`config.mk`:
```
export PLATFORM = sky130hd
export DESIGN_NAME = shifter_operand_decoder_flat
export DESIGN_NICKNAME = d
export VERILOG_FILES = /design/src/rtl/shifter_operand_decoder_if.sv /design/src/rtl/shifter_operand_decoder.sv /design/src/flat_wrapper.sv
export SDC_FILE = /design/constraint.sdc
export NUM_CORES = 1
export LEC_CHECK = 0
export ABC_CLOCK_PERIOD_IN_PS = 1900
export CORE_ASPECT_RATIO = 1.2
export CORE_MARGIN = 2
export CORE_UTILIZATION = 55
export DETAILED_ROUTE_END_ITERATION = 16
export DONT_BUFFER_PORTS = 1
export MAX_ROUTING_LAYER = met4
export PLACE_DENSITY = 0.7
export SLEW_MARGIN = 20
export SYNTH_ARGS = -nofsm -noshare
export SYNTH_HDL_FRONTEND = slang
export SYNTH_SLANG_ARGS = --single-unit
```
`constraint.sdc`:
```
create_clock -name in_clk -period 1.9 [get_ports in_clk]
set_input_delay 0.475 -clock in_clk [delete_from_list [all_inputs] [get_ports in_clk]]
set_output_delay 0.475 -clock in_clk [all_outputs]
set_load 0.05 [all_outputs]
```
`src/rtl/shifter_operand_decoder_if.sv`:
```
// Instruction/register-file/shifter bus of shifter_operand_decoder; the optional
// write-back bypass signals exist only when OPDEC_WB_BYPASS_EN is defined.
interface shifter_operand_decoder_if #(
  parameter int ADDR_WIDTH = 4
);
  logic                  in_flush;
  logic                  in_instr_valid;
  logic [31:0]           in_instr;
  logic                  out_instr_ready;
  logic [ADDR_WIDTH-1:0] out_rf_addr;
  logic [31:0]           in_rf_data;
  logic                  out_valid;
  logic                  in_ready;
  logic [31:0]           out_shift_data;
  logic [7:0]            out_shift_value;
  logic [2:0]            out_op_select;
  logic                  out_undef;
`ifdef OPDEC_WB_BYPASS_EN
  logic                  in_wb_en;
  logic [ADDR_WIDTH-1:0] in_wb_addr;
  logic [31:0]           in_wb_data;
`endif

  modport slave (
`ifdef OPDEC_WB_BYPASS_EN
    input  in_wb_en, in_wb_addr, in_wb_data,
`endif
    input  in_flush, in_instr_valid, in_instr, in_rf_data, in_ready,
    output out_instr_ready, out_rf_addr, out_valid, out_shift_data,
    output out_shift_value, out_op_select, out_undef
  );

  modport master (
`ifdef OPDEC_WB_BYPASS_EN
    output in_wb_en, in_wb_addr, in_wb_data,
`endif
    output in_flush, in_instr_valid, in_instr, in_rf_data, in_ready,
    input  out_instr_ready, out_rf_addr, out_valid, out_shift_data,
    input  out_shift_value, out_op_select, out_undef
  );
endinterface

```
`src/rtl/shifter_operand_decoder.sv`:
```
// Decodes ARM data-processing operand2 into barrel_shifter operands (data, amount, op).
// Define OPDEC_WB_BYPASS_EN to forward a same-cycle write-back into register-file reads.
module shifter_operand_decoder #(
  parameter int         ADDR_WIDTH      = 4,
  parameter logic [7:0] RRX_SHIFT_VALUE = 8'd1
) (
  input logic                 in_clk,
  input logic                 in_rst,
  shifter_operand_decoder_if.slave bus
);

  typedef enum logic [1:0] {
    S_IDLE = 2'd0,
    S_RS   = 2'd1,
    S_OUT  = 2'd2
  } state_t;

  localparam logic [2:0] OP_LSL = 3'b000;
  localparam logic [2:0] OP_ROR = 3'b011;
  localparam logic [2:0] OP_RRX = 3'b100;

  state_t                state_q, state_d;
  logic [31:0]           data_q, data_d;
  logic [7:0]            value_q, value_d;
  logic [2:0]            op_q, op_d;
  logic                  undef_q, undef_d;
  logic [ADDR_WIDTH-1:0] rs_q, rs_d;

  logic [ADDR_WIDTH-1:0] rf_addr;
  logic [31:0]           rf_data_eff;
  logic                  instr_ready;
  logic                  accept;

  logic [31:0]           dec_data;
  logic [7:0]            dec_value;
  logic [2:0]            dec_op;
  logic                  dec_undef;
  logic                  dec_regshift;
  logic [4:0]            imm5;
  logic [1:0]            sh_type;

  assign rf_addr = (state_q == S_RS) ? rs_q : bus.in_instr[ADDR_WIDTH-1:0];

`ifdef OPDEC_WB_BYPASS_EN
  assign rf_data_eff = (bus.in_wb_en && (bus.in_wb_addr == rf_addr)) ? bus.in_wb_data
                                                                     : bus.in_rf_data;
`else
  assign rf_data_eff = bus.in_rf_data;
`endif

  // Flush wins over everything so no instruction can slip in during the flush cycle.
  always_comb begin
    instr_ready = 1'b0;
    if (!bus.in_flush) begin
      case (state_q)
        S_IDLE:  instr_ready = 1'b1;
        S_OUT:   instr_ready = bus.in_ready;
        default: instr_ready = 1'b0;
      endcase
    end
  end

  assign accept = bus.in_instr_valid && instr_ready;

  assign imm5    = bus.in_instr[11:7];
  assign sh_type = bus.in_instr[6:5];

  always_comb begin
    dec_data     = '0;
    dec_value    = '0;
    dec_op       = OP_LSL;
    dec_undef    = 1'b0;
    dec_regshift = 1'b0;
    if (bus.in_instr[25]) begin
      dec_data  = {24'b0, bus.in_instr[7:0]};
      dec_value = {3'b0, bus.in_instr[11:8], 1'b0};
      dec_op    = OP_ROR;
    end else if (!bus.in_instr[4]) begin
      dec_data = rf_data_eff;
      dec_op   = {1'b0, sh_type};
      case (sh_type)
        2'b00: dec_value = {3'b0, imm5};
        2'b11: begin
          // ROR #0 is the RRX encoding.
          if (imm5 == 5'd0) begin
            dec_op    = OP_RRX;
            dec_value = RRX_SHIFT_VALUE;
          end else begin
            dec_value = {3'b0, imm5};
          end
        end
        default: dec_value = (imm5 == 5'd0) ? 8'd32 : {3'b0, imm5};
      endcase
    end else if (!bus.in_instr[7]) begin
      dec_data     = rf_data_eff;
      dec_op       = {1'b0, sh_type};
      dec_regshift = 1'b1;
    end else begin
      dec_undef = 1'b1;
    end
  end

  always_comb begin
    state_d = state_q;
    data_d  = data_q;
    value_d = value_q;
    op_d    = op_q;
    undef_d = undef_q;
    rs_d    = rs_q;
    if (bus.in_flush) begin
      state_d = S_IDLE;
    end else if (accept) begin
      data_d  = dec_data;
      value_d = dec_value;
      op_d    = dec_op;
      undef_d = dec_undef;
      rs_d    = bus.in_instr[8 +: ADDR_WIDTH];
      state_d = dec_regshift ? S_RS : S_OUT;
    end else begin
      case (state_q)
        S_RS: begin
          value_d = rf_data_eff[7:0];
          state_d = S_OUT;
        end
        S_OUT: begin
          if (bus.in_ready) begin
            state_d = S_IDLE;
          end
        end
        default: state_d = state_q;
      endcase
    end
  end

  always_ff @(posedge in_clk or posedge in_rst) begin
    if (in_rst) begin
      state_q <= S_IDLE;
      data_q  <= '0;
      value_q <= '0;
      op_q    <= OP_LSL;
      undef_q <= 1'b0;
      rs_q    <= '0;
    end else begin
      state_q <= state_d;
      data_q  <= data_d;
      value_q <= value_d;
      op_q    <= op_d;
      undef_q <= undef_d;
      rs_q    <= rs_d;
    end
  end

  assign bus.out_instr_ready = instr_ready;
  assign bus.out_rf_addr     = rf_addr;
  assign bus.out_valid       = (state_q == S_OUT);
  assign bus.out_shift_data  = data_q;
  assign bus.out_shift_value = value_q;
  assign bus.out_op_select   = op_q;
  assign bus.out_undef       = undef_q;

endmodule

```
`src/flat_wrapper.sv`:
```
// flat-port wrapper written by rule: the top's interface ports become plain ports
module shifter_operand_decoder_flat 
#(
  parameter int         ADDR_WIDTH      = 4,
  parameter logic [7:0] RRX_SHIFT_VALUE = 8'd1
)
  (in_clk, in_rst, bus_in_flush, bus_in_instr_valid, bus_in_instr, bus_in_rf_data, bus_in_ready, bus_out_instr_ready, bus_out_rf_addr, bus_out_valid, bus_out_shift_data, bus_out_shift_value, bus_out_op_select, bus_out_undef);
  shifter_operand_decoder_if #(.ADDR_WIDTH(ADDR_WIDTH)) bus_i ();
  input logic in_clk;
  input logic in_rst;
  input wire logic [$bits(bus_i.in_flush)-1:0] bus_in_flush;
  input wire logic [$bits(bus_i.in_instr_valid)-1:0] bus_in_instr_valid;
  input wire logic [$bits(bus_i.in_instr)-1:0] bus_in_instr;
  input wire logic [$bits(bus_i.in_rf_data)-1:0] bus_in_rf_data;
  input wire logic [$bits(bus_i.in_ready)-1:0] bus_in_ready;
  output wire logic [$bits(bus_i.out_instr_ready)-1:0] bus_out_instr_ready;
  output wire logic [$bits(bus_i.out_rf_addr)-1:0] bus_out_rf_addr;
  output wire logic [$bits(bus_i.out_valid)-1:0] bus_out_valid;
  output wire logic [$bits(bus_i.out_shift_data)-1:0] bus_out_shift_data;
  output wire logic [$bits(bus_i.out_shift_value)-1:0] bus_out_shift_value;
  output wire logic [$bits(bus_i.out_op_select)-1:0] bus_out_op_select;
  output wire logic [$bits(bus_i.out_undef)-1:0] bus_out_undef;
  assign bus_i.in_flush = bus_in_flush;
  assign bus_i.in_instr_valid = bus_in_instr_valid;
  assign bus_i.in_instr = bus_in_instr;
  assign bus_i.in_rf_data = bus_in_rf_data;
  assign bus_i.in_ready = bus_in_ready;
  assign bus_out_instr_ready = bus_i.out_instr_ready;
  assign bus_out_rf_addr = bus_i.out_rf_addr;
  assign bus_out_valid = bus_i.out_valid;
  assign bus_out_shift_data = bus_i.out_shift_data;
  assign bus_out_shift_value = bus_i.out_shift_value;
  assign bus_out_op_select = bus_i.out_op_select;
  assign bus_out_undef = bus_i.out_undef;
  shifter_operand_decoder #(.ADDR_WIDTH(ADDR_WIDTH), .RRX_SHIFT_VALUE(RRX_SHIFT_VALUE)) u_core (.in_clk(in_clk), .in_rst(in_rst), .bus(bus_i));
endmodule
```
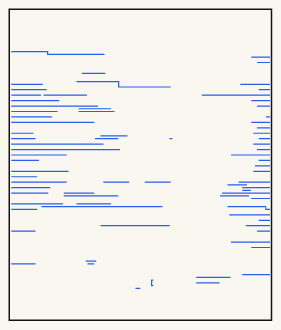
*Met3 routing, run 1*
Drawn at 4 px/micron.
- wire length on this layer: 641 microns
- main direction: horizontal
- longest straight run: 29.9 microns

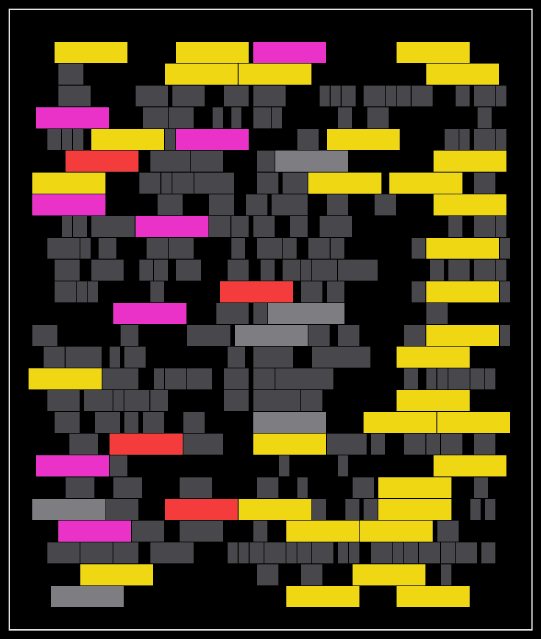
*Where the registers sit, run 1*
Drawn at 8 px/micron. Other sequential cells in the stronger gray, the rest of the logic in the fainter gray.
- red: u_core.rs_q (placed flops 4)
- yellow: u_core.bus.out_shift_data (placed flops 32; where all over the die)
- magenta: u_core.bus.out_shift_value (placed flops 8)
- not colored: 6

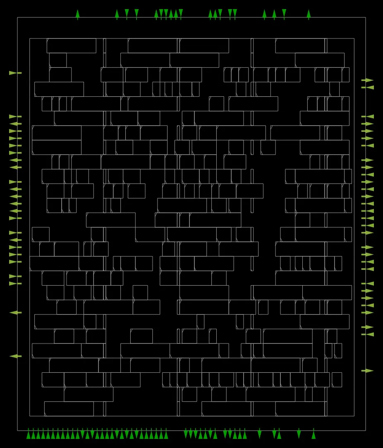
*Cell placement, run 1*
Final Instance Count excl. Fillers: 296
area inside the core boundary: 4290 sq um
Well Taps: 56
total of fill cells in the finished design: 372
final core occ: 62.9%

==> out/qor.rpt, run 1 <==
STATUS
----------------------------------------------------------------------------------
Run status .......................................................... finished clean

STA
----------------------------------------------------------------------------------
Fin crit share ......................................................        99.8%
Worst slew slack as a fraction of its limit .........................        54.5%
Final Max Slew Viols ................................................            0
Setup repair after global routing missed its margin .................         true
Fmax ................................................................      527 MHz
Count of final setup violators ......................................            0
Transition time at the pin with the least slew margin ...............     0.677 ns

GLOBAL ROUTING
----------------------------------------------------------------------------------
Most used routing layer in global routing ...........................         met2
Global-route wire length before repair .............................. 10000 microns
Global Route met2 Usage .............................................        42.6%
Initial antenna violation count .....................................            0
Number of global-route vias before repair ...........................         1928
Aggregate global routing overflow ...................................            0
Largest net degree at the start of global routing ...................           29
Met3 Track Usage GR .................................................        9.57%
GRT Total Usage .....................................................        26.6%

HOLD PATH
----------------------------------------------------------------------------------
Path type of the worst min-delay path ...............................  in -> async

SYNTHESIS
----------------------------------------------------------------------------------
Count of yosys warnings during synthesis ............................            0
Post-synth tally of flip-flops with integrated enable ...............            0
Post-synthesis net count ............................................          307
Mux share of post-synthesis cell area ...............................        9.43%
Synthesized-area fraction occupied by adder cells ...................        1.01%
Most frequent cell after synthesis .................................. sky130_fd_sc_hd__dfrtp_1
Area fraction in xor and xnor cells .................................           0%
Yosys simple share ..................................................        12.7%
Netlist area before placement .......................................   2470 sq um
Number of cells in the yosys synthesis report .......................          236
Summed standard-cell area reported by yosys .........................   2470 sq um
Top logic cell family in the synthesized netlist .................... AND-OR/OR-AND gates
Top-area cell share .................................................        50.7%
Post-synth cell types ...............................................           41
Dominant flop cell .................................................. sky130_fd_sc_hd__dfrtp_1
Number of instances in the synthesized netlist ......................          236
Post-synthesis async set-or-reset flop share ........................         100%

CRITICAL PATH
----------------------------------------------------------------------------------
Crit path max-delay cell type ....................................... sky130_fd_sc_hd__dfrtp_1
Worst endpoint data arrival time ....................................      1.42 ns
R2R setup slack .....................................................      0.30 ns
Capturing instance or port of the critical path ..................... bus_out_rf_addr[3]
Reg2reg end ......................................................... u_core.bus.out_shift_data[22]$_DFFE_PP0P_
FF-to-FF Start ...................................................... u_core.state_q[0]$_DFFE_PP0P_
Worst EP required ...................................................      1.42 ns
Cell chain of the critical path ..................................... nor2b_1 -> buf_4 -> mux2_4
Critical path capture point type .................................... primary output
Cell family contributing the most delay on the critical path ........   flip-flops
WS Path Type ........................................................   reg -> out
CP bufs+invs ........................................................            1
Number of logic stages on the critical path including buffering .....            3
Kind of start point of the critical path ............................    flip-flop

RUN
----------------------------------------------------------------------------------
Total of max-cap violations .........................................            0

DIE
----------------------------------------------------------------------------------
Die span in y ....................................................... 77.4 microns
Die span in x ....................................................... 65.2 microns
Effective utilization at floorplan ..................................        57.5%
Row count ...........................................................           26
Num ports ...........................................................          119

PLACE
----------------------------------------------------------------------------------
Number of buffer cells added on primary ports .......................            0
Final GP Congestion .................................................        0.906
Sum of net half-perimeters after detailed placement ................. 4480 microns
Standard cell area after detailed placement .........................   2560 sq um

ROUTING
----------------------------------------------------------------------------------
Detailed-route vias per instance ....................................         6.55
DRC viols ...........................................................            0
Highest routed layer ................................................         met4
Post-detailed-route wirelength per cell ............................. 21.0 microns
DR WL met3 ..........................................................  641 microns
Detailed Routing Iterations Pass 1 ..................................            5
Total met2 wirelength after detailed routing ........................ 3240 microns
Via count of the routed design ......................................         1940

CLOCK NETWORK
----------------------------------------------------------------------------------
Number of buffers inserted by hold repair at cts ....................            0
Clk ins delay skew pair .............................................      0.30 ns
TritonCTS clock tree ................................................         done
Library cell used as clock root buffer .............................. sky130_fd_sc_hd__clkbuf_8
H-Tree Depth ........................................................            2

FINISH
----------------------------------------------------------------------------------
Non-Filler Cell Area, Final .........................................   2700 sq um
Most common cell after layout, fill and taps aside .................. sky130_fd_sc_hd__dfrtp_1
Layout non-clock buf frac ...........................................        5.09%
Sequential fraction of total cell area ..............................        46.4%
Clock network area share ............................................        3.52%
Sequential cell area ................................................   1250 sq um
Flip-flop count of the largest register, all copies and words added .           32
Number of clock buffers in the layout ...............................            6
Fraction of final layout cells sized beyond drive strength 1 ........        20.0%
Final layout net count ..............................................          310
Cell group occupying the most layout area ........................... sequential cells
Combinational fraction of the cell area .............................        41.7%

POWER AND IR DROP
----------------------------------------------------------------------------------
Maximum vdd drop ....................................................       636 uV
Total power density per cell area ................................... 1030 nW/um^2

## run 1: power breakdown
group	leakage, uW	switching, uW	internal, uW	total [uW]
Sequential	0.000641	559	1200	1760
Clock	0.0000472	351	293	644
Combinational	0.000481	220	170	390
Total	0.00117	1130	1660	2790
## run 1: per-stage QoR
step | instances | TNS (ns) | worst slack (ns) | hold WS (ns) | total power [uW]
final | 296 | 0 | 0.00306 | 0.0714 | 2790
after global routing | 296 | -0.150 | -0.0401 | 0.116 | 2910
after CTS | 296 | -0.00442 | -0.00251 | 0.0851 | 2810
after detailed placement | 285 | 0 | 0.188 | 0.415 | 2160
after global placement | 285 | 0 | 0.221 | 0.398 | 2140
after floorplan | 236 | 0 | 0.0941 | 0.474 | 2060
### Signal wires by layer, run 1

Drawn at 4 px/micron. Only two layers are drawn.
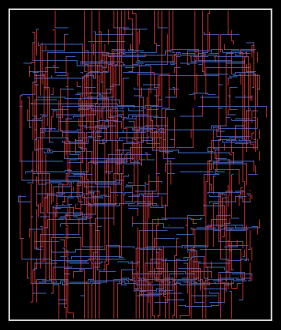

==> run 1 -> run 2 <==
- CORE_ASPECT_RATIO: 1.2 -> 2
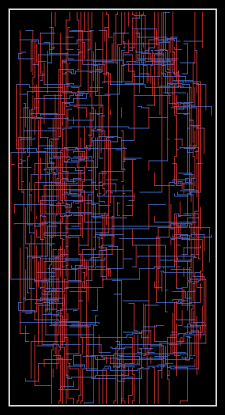
*Signal wires by layer, run 2*
Drawn at 4 px/micron. Only two layers are drawn.
- red: met2 (wire length 3810 microns)
- blue: met1 (wire length 2130 microns)

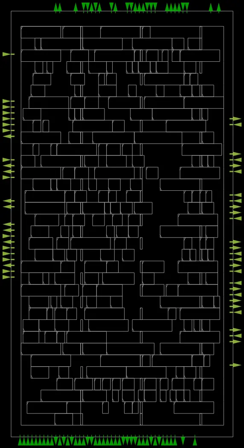
*Cell placement, run 2*
Well Taps: 54
area inside the core boundary: 4340 sq um

==> run 2 against run 1 <==
  * Critical path depth did not move
  * Final cell count fell by 0.34%
  * Hold slack improved by 0.032 ns
  * Clock skew rose by 0.0018 ns
  * Fmax rose by 0.46%
  * Sequential power barely moved
  * Final area rose by 1.9%
  * Sequential share of layout area fell by 0.88 points
  * Combinational power rose by 2%
  * Synthesized cell count did not move
  * Critical endpoint is now bus_out_rf_addr[1]
  * Largest cell class unchanged
==> out/qor.rpt, run 2 <==
FINISH
----------------------------------------------------------------------------------
Final core occ ......................................................        63.5%
Most common cell after layout, fill and taps aside .................. sky130_fd_sc_hd__dfrtp_1
Flip-flop count of the largest register, all copies and words added .           32
Fraction of final layout cells sized beyond drive strength 1 ........        20.3%
Final layout net count ..............................................          311
Non-Filler Cell Area, Final .........................................   2750 sq um

SYNTHESIS
----------------------------------------------------------------------------------
Top-area cell share .................................................        50.7%
Summed standard-cell area reported by yosys .........................   2470 sq um
Mux share of post-synthesis cell area ...............................        9.43%
Dominant flop cell .................................................. sky130_fd_sc_hd__dfrtp_1
Number of cells in the yosys synthesis report .......................          236
Post-synthesis net count ............................................          307
Netlist area before placement .......................................   2470 sq um
Most frequent cell after synthesis .................................. sky130_fd_sc_hd__dfrtp_1
Area fraction in xor and xnor cells .................................           0%
Synthesized-area fraction occupied by adder cells ...................        1.01%
Post-synth tally of flip-flops with integrated enable ...............            0
Post-synth cell types ...............................................           41
Top logic cell family in the synthesized netlist .................... AND-OR/OR-AND gates

CRITICAL PATH
----------------------------------------------------------------------------------
Worst endpoint data arrival time ....................................      1.41 ns
Cell chain of the critical path ..................................... nor2b_1 -> buf_4 -> mux2_4
Kind of start point of the critical path ............................    flip-flop
Reg2reg end ......................................................... u_core.bus.out_shift_value[4]$_DFFE_PP0P_
Capturing instance or port of the critical path ..................... bus_out_rf_addr[1]
R2R setup slack .....................................................      0.28 ns
Critical path capture point type .................................... primary output
Worst EP required ...................................................      1.42 ns
Number of logic stages on the critical path including buffering .....            3
FF-to-FF Start ...................................................... u_core.state_q[1]$_DFFE_PP0P_

STA
----------------------------------------------------------------------------------
Final Max Slew Viols ................................................            0
Transition time at the pin with the least slew margin ...............     0.688 ns
Count of final setup violators ......................................            0
Fin crit share ......................................................        99.4%
Setup TNS after final layout ........................................         0 ns
Worst slew slack as a fraction of its limit .........................        52.9%
Setup clock skew after layout .......................................   0.00751 ns
Setup repair after global routing missed its margin .................         true
Post-route worst setup slack ........................................    0.0118 ns
Fmax ................................................................      530 MHz
Tightest hold margin ................................................     0.104 ns

POWER AND IR DROP
----------------------------------------------------------------------------------
Maximum vdd drop ....................................................       763 uV
Total power density per cell area ................................... 1110 nW/um^2
Net switching power .................................................      1130 uW
Combinational power share ...........................................        13.0%
Clock network fraction of total power ...............................        29.5%
Comb power ..........................................................       397 uW
Switch share ........................................................        37.0%
Power group with the highest consumption ............................ sequential cells
Sequential group share of total power ...............................        57.5%
Sequential cell power ...............................................      1760 uW
Clock Power .........................................................       906 uW
Design internal power ...............................................      1930 uW
Power after layout ..................................................      3070 uW

PLACE
----------------------------------------------------------------------------------
DP Worst Slack ......................................................     0.180 ns
Standard cell area after detailed placement .........................   2560 sq um
Final GP Congestion .................................................        0.865
Number of buffer cells added on primary ports .......................            0
Placed instance count ...............................................          283
Sum of net half-perimeters after detailed placement ................. 5030 microns

GLOBAL ROUTING
----------------------------------------------------------------------------------
Global Route met2 Usage .............................................        50.9%
Largest net degree at the start of global routing ...................           29
Aggregate global routing overflow ...................................            0
Number of global-route vias before repair ...........................         2195
Met3 Track Usage GR .................................................        6.06%
Global-route wire length before repair .............................. 10400 microns
GRT Total Usage .....................................................        28.0%
Initial antenna violation count .....................................            0

DIE
----------------------------------------------------------------------------------
Effective utilization at floorplan ..................................        56.9%
Die span in y ....................................................... 98.7 microns
Num ports ...........................................................          119
Row count ...........................................................           34
Die span in x ....................................................... 51.4 microns

CLOCK NETWORK
----------------------------------------------------------------------------------
Library cell used as clock root buffer .............................. sky130_fd_sc_hd__clkbuf_8
Number of buffers inserted by hold repair at cts ....................            0
Clk ins delay skew pair .............................................      0.30 ns
TritonCTS clock tree ................................................         done

STATUS
----------------------------------------------------------------------------------
Run status .......................................................... finished clean

ROUTING
----------------------------------------------------------------------------------
Detailed-route vias per instance ....................................         6.69
Post-detailed-route wirelength per cell ............................. 22.3 microns
Detailed Routing Iterations Pass 1 ..................................            4
Via count of the routed design ......................................         1974
DRC viols ...........................................................            0

HOLD PATH
----------------------------------------------------------------------------------
Path type of the worst min-delay path ...............................  in -> async

[run 2: cell counts after synthesis]
Identical to the previous run, type by type.
[run 2: routing by layer]
layer,share of wire (%),routed length [microns]
met1,32,2130
met3,7.0,460
met5,0,0
met2,58,3810
met4,2.9,190
[run 2: cell families after synthesis]
| family | count (synthesis) |
|---|---|
| compound gates | 78 |
| simple gates | 61 |
| flops | 50 |
| buf+inv | 24 |
| mux | 21 |
| fa+ha+maj | 2 |
[run 2: final cells by class]
| class | instances | area, sq um |
|---|---|---|
| repair buffers | 16 | 145 |
| clock inverters | 2 | 60.1 |
| well taps | 54 | 67.6 |
| inverters | 5 | 18.8 |
| clock buffers | 6 | 82.6 |
| multi-input cells | 162 | 1130 |
| fillers | 387 | 1590 |
| flip-flops and latches | 50 | 1250 |
No activity file was given, so power comes from the tool's default toggle rates.
